--- config.mk ---
export PLATFORM = sky130hd
export DESIGN_NAME = fft_radix2_seq
export DESIGN_NICKNAME = d
export VERILOG_FILES = /design/src/rtl/fft_radix2_seq.sv
export SDC_FILE = /design/constraint.sdc
export NUM_CORES = 1
export LEC_CHECK = 0
export CORE_AREA = 2 2 45 58
export CTS_BUF_LIST = sky130_fd_sc_hd__clkbuf_8
export CTS_CLUSTER_SIZE = 12
export DETAILED_ROUTE_END_ITERATION = 8
export DIE_AREA = 0 0 47 60
export GPL_TIMING_DRIVEN = 0
export HOLD_SLACK_MARGIN = 0.15
export PLACE_DENSITY = 0.8
export SYNTH_ARGS = -nofsm -noshare
export SYNTH_HDL_FRONTEND = slang
export SYNTH_SLANG_ARGS = --single-unit
--- constraint.sdc ---
create_clock -name clk -period 5.4 [get_ports clk]
set_input_delay 0.54 -clock clk [delete_from_list [all_inputs] [get_ports clk]]
set_output_delay 0.54 -clock clk [all_outputs]
set_load 0.03 [all_outputs]
--- src/rtl/fft_radix2_seq.sv ---
// In-place radix-2 FFT address sequencer: walks LOG2N stages of N/2 butterflies,
// issues operand/twiddle addresses and replays the addresses PIPE_LAT cycles later for write-back.
module fft_radix2_seq #(
   parameter int LOG2N    = 3,
   parameter int PIPE_LAT = 2
) (
   input  logic                             clk,
   input  logic                             rst,
   input  logic                             start_i,
   input  logic                             alu_ready_i,
   output logic                             bfly_valid_o,
   output logic [LOG2N-1:0]                 rd_addr_a_o,
   output logic [LOG2N-1:0]                 rd_addr_b_o,
   output logic [LOG2N-2:0]                 tw_idx_o,
   output logic                             wr_en_o,
   output logic [LOG2N-1:0]                 wr_addr_a_o,
   output logic [LOG2N-1:0]                 wr_addr_b_o,
   output logic [$clog2(LOG2N+1)-1:0]       stage_o,
   output logic                             busy_o,
   output logic                             done_o
);
   localparam int SW = $clog2(LOG2N + 1);
   localparam int DW = $clog2(PIPE_LAT + 1);

   typedef enum logic [1:0] {IDLE, ISSUE, DRAIN, DONE} state_t;

   typedef struct packed {
      logic             vld;
      logic [LOG2N-1:0] a;
      logic [LOG2N-1:0] b;
   } wb_t;

   state_t               state;
   logic [SW-1:0]        s;
   logic [LOG2N-2:0]     k;
   logic [DW-1:0]        dcnt;
   wb_t [PIPE_LAT-1:0]   wb_pipe;

   logic                 issue;
   logic [LOG2N-2:0]     mask, pos, hi, tw;
   logic [LOG2N-1:0]     span, addr_a, addr_b;
   logic [SW-1:0]        tw_sh;

   // pos = k mod span, hi = (k / span) * span; doubling hi skips the partner half-block
   always_comb begin
      mask   = ~({(LOG2N-1){1'b1}} << s);
      pos    = k & mask;
      hi     = k & ~mask;
      span   = {{(LOG2N-1){1'b0}}, 1'b1} << s;
      addr_a = {hi, 1'b0} | {1'b0, pos};
      addr_b = addr_a + span;
      tw_sh  = SW'(LOG2N - 1) - s;
      tw     = pos << tw_sh;
   end

   assign issue        = (state == ISSUE) && alu_ready_i;
   assign bfly_valid_o = issue;
   assign rd_addr_a_o  = issue ? addr_a : '0;
   assign rd_addr_b_o  = issue ? addr_b : '0;
   assign tw_idx_o     = issue ? tw : '0;
   assign wr_en_o      = wb_pipe[PIPE_LAT-1].vld;
   assign wr_addr_a_o  = wb_pipe[PIPE_LAT-1].a;
   assign wr_addr_b_o  = wb_pipe[PIPE_LAT-1].b;
   assign stage_o      = s;
   assign busy_o       = (state != IDLE);
   assign done_o       = (state == DONE);

   always_ff @(posedge clk) begin
      if (rst) begin
         state   <= IDLE;
         s       <= '0;
         k       <= '0;
         dcnt    <= '0;
         wb_pipe <= '0;
      end else begin
         // write-back shift runs every cycle, independent of issue stalls
         for (int i = PIPE_LAT - 1; i > 0; i--)
            wb_pipe[i] <= wb_pipe[i-1];
         wb_pipe[0] <= issue ? '{vld: 1'b1, a: addr_a, b: addr_b} : '0;

         case (state)
            IDLE: begin
               if (start_i) begin
                  s     <= '0;
                  k     <= '0;
                  dcnt  <= '0;
                  state <= ISSUE;
               end
            end
            ISSUE: begin
               if (alu_ready_i) begin
                  if (k == '1) begin
                     k     <= '0;
                     dcnt  <= '0;
                     state <= DRAIN;
                  end else begin
                     k <= k + 1'b1;
                  end
               end
            end
            DRAIN: begin
               if (dcnt == DW'(PIPE_LAT - 1)) begin
                  dcnt <= '0;
                  if (s == SW'(LOG2N - 1)) begin
                     state <= DONE;
                  end else begin
                     s     <= s + 1'b1;
                     state <= ISSUE;
                  end
               end else begin
                  dcnt <= dcnt + 1'b1;
               end
            end
            DONE: begin
               s     <= '0;
               state <= IDLE;
            end
         endcase
      end
   end

endmodule

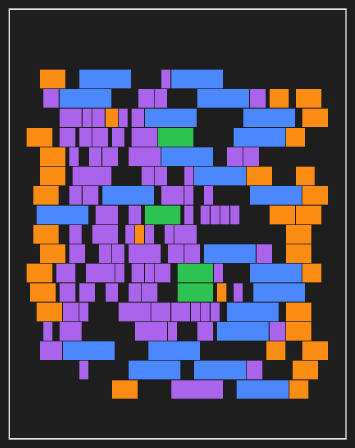
Figure 1: cell classes on the final placement.
Key: purple = remaining logic cells [cells 81]; green = clock drivers and dummy loads [cells 4]; blue = registers [cells 22]; orange = remaining buffers and delay cells [cells 32]

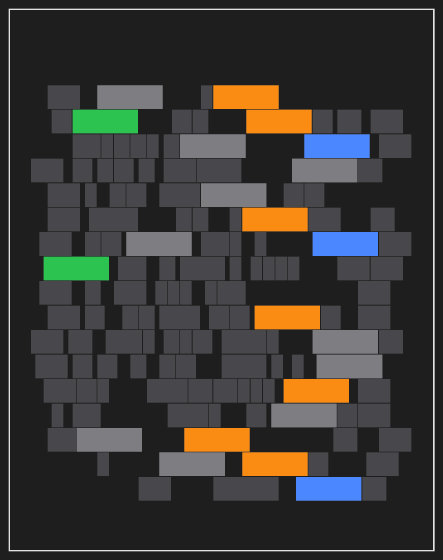
Figure 2: sequential cells grouped by signal name.
Key: blue = wr_addr_b_o [sequential cells 3]; green = dcnt [sequential cells 2]; orange = wb_pipe [sequential cells 7]

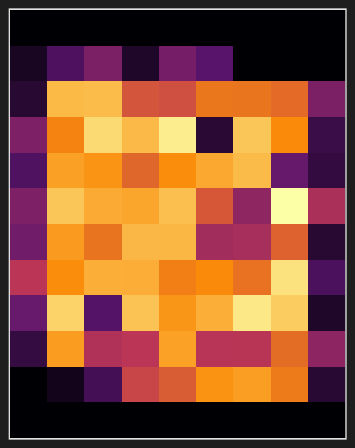
Figure 3: local utilization.
9 x 12 tiles, from black (low) to pale yellow (high), 0 to 100% covered.
20% of the tiles are nearly empty. 31% of the tiles are over 75% full. The mean over all tiles is 46%. The densest ninth of the die: center. The emptiest ninth of the die: lower left.

==> impl_metrics.yaml <==
# generated from flow reports
outcome:
  outcome: "finished, final reports clean"
sta:
  setup_tns_ns: 0
  min_period_ns: 3.320
  setup_viol: 0
detailed_routing:
  drtAntennaViolNets: 0
floorplan:
  core_um2: 2302
  dieWidth_um: 47
global_routing:
  grt_pass1_vias: 846
power_and_ir_drop:
  power.density_nw_per_um2: 252.4
  p_total_w: 0.0003344
clock_tree:
  cts_max_level: 1
  cts_hold_buf: 0
  cts_tree: "done"
synth:
  ys_ff: 22
  avgSynthCellArea_um2: 8.915
setup_path:
  slowest_delay_ns: 0.68
  crit_fanout: 6
  rr_worst_depth: 7
  crit_buf_inv: 2
  cp.required_ns: 4.86
cells_and_area:
  final_nets: 149
  postLayoutCellArea_um2: 1325
  fin_cells: 172
-- area by class of cell --
type / count / area (um^2) / share of cell area (%)
flip-flops and latches: 22 / 440.4 / 33.24
inverters: 7 / 26.28 / 1.983
repair buffers: 23 / 230.2 / 17.37
plain buffers: 9 / 57.56 / 4.344
multi-input cells: 74 / 474.2 / 35.79
clock buffers: 4 / 55.05 / 4.155
well taps: 33 / 41.29 / 3.116
-- placed cells by master, fill, tap and decap left out, drive strengths merged, types with 2 or more instances in the layout --
cell type / Yosys / routed
nand3: 3 / 3
dfxtp: 22 / 22
and3: 2 / 2
nand2: 5 / 5
buf: 7 / 7
a21oi: 6 / 6
clkbuf: 2 / 6
inv: 7 / 7
nor2: 13 / 13
nor2b: 7 / 7
ha: 4 / 4
clkdlybuf4s50: 0 / 23
xnor2: 2 / 2
nand4: 3 / 3
nand2b: 5 / 5
o21ai: 6 / 6
-- report_power, final --
group	switching [W]	internal, W
clock network	0.0000501	0.0000648
registers	0.00000444	0.000166
logic	0.0000293	0.0000194
-- metal layers --
layer / routed length (um) / vias up / part of all wire (%)
met5: 0 / - / 0
met4: 18 / 0 / 0.85
met3: 123 / 3 / 5.8
met2: 1093 / 35 / 51
met1: 888 / 415 / 42
li1: - / 422 / -
-- cell families after synthesis --
logic type | count (synthesis) | synth area share [%]
simple gates | 49 | 27.32
flops | 22 | 44.11
buf+inv | 16 | 8.395
compound gates | 15 | 9.148
fa+ha+maj | 5 | 7.018
xor+xnor | 3 | 2.632
other cells | 1 | 0.3756
mux | 1 | 1.003
-- registers in the layout (all words and copies together) (netlist names) --
register / flops
dcnt: 2
k: 2
stage_o: 2
state: 2
wb_pipe: 7
wr_addr_a_o: 3
wr_addr_b_o: 3
wr_en_o: 1
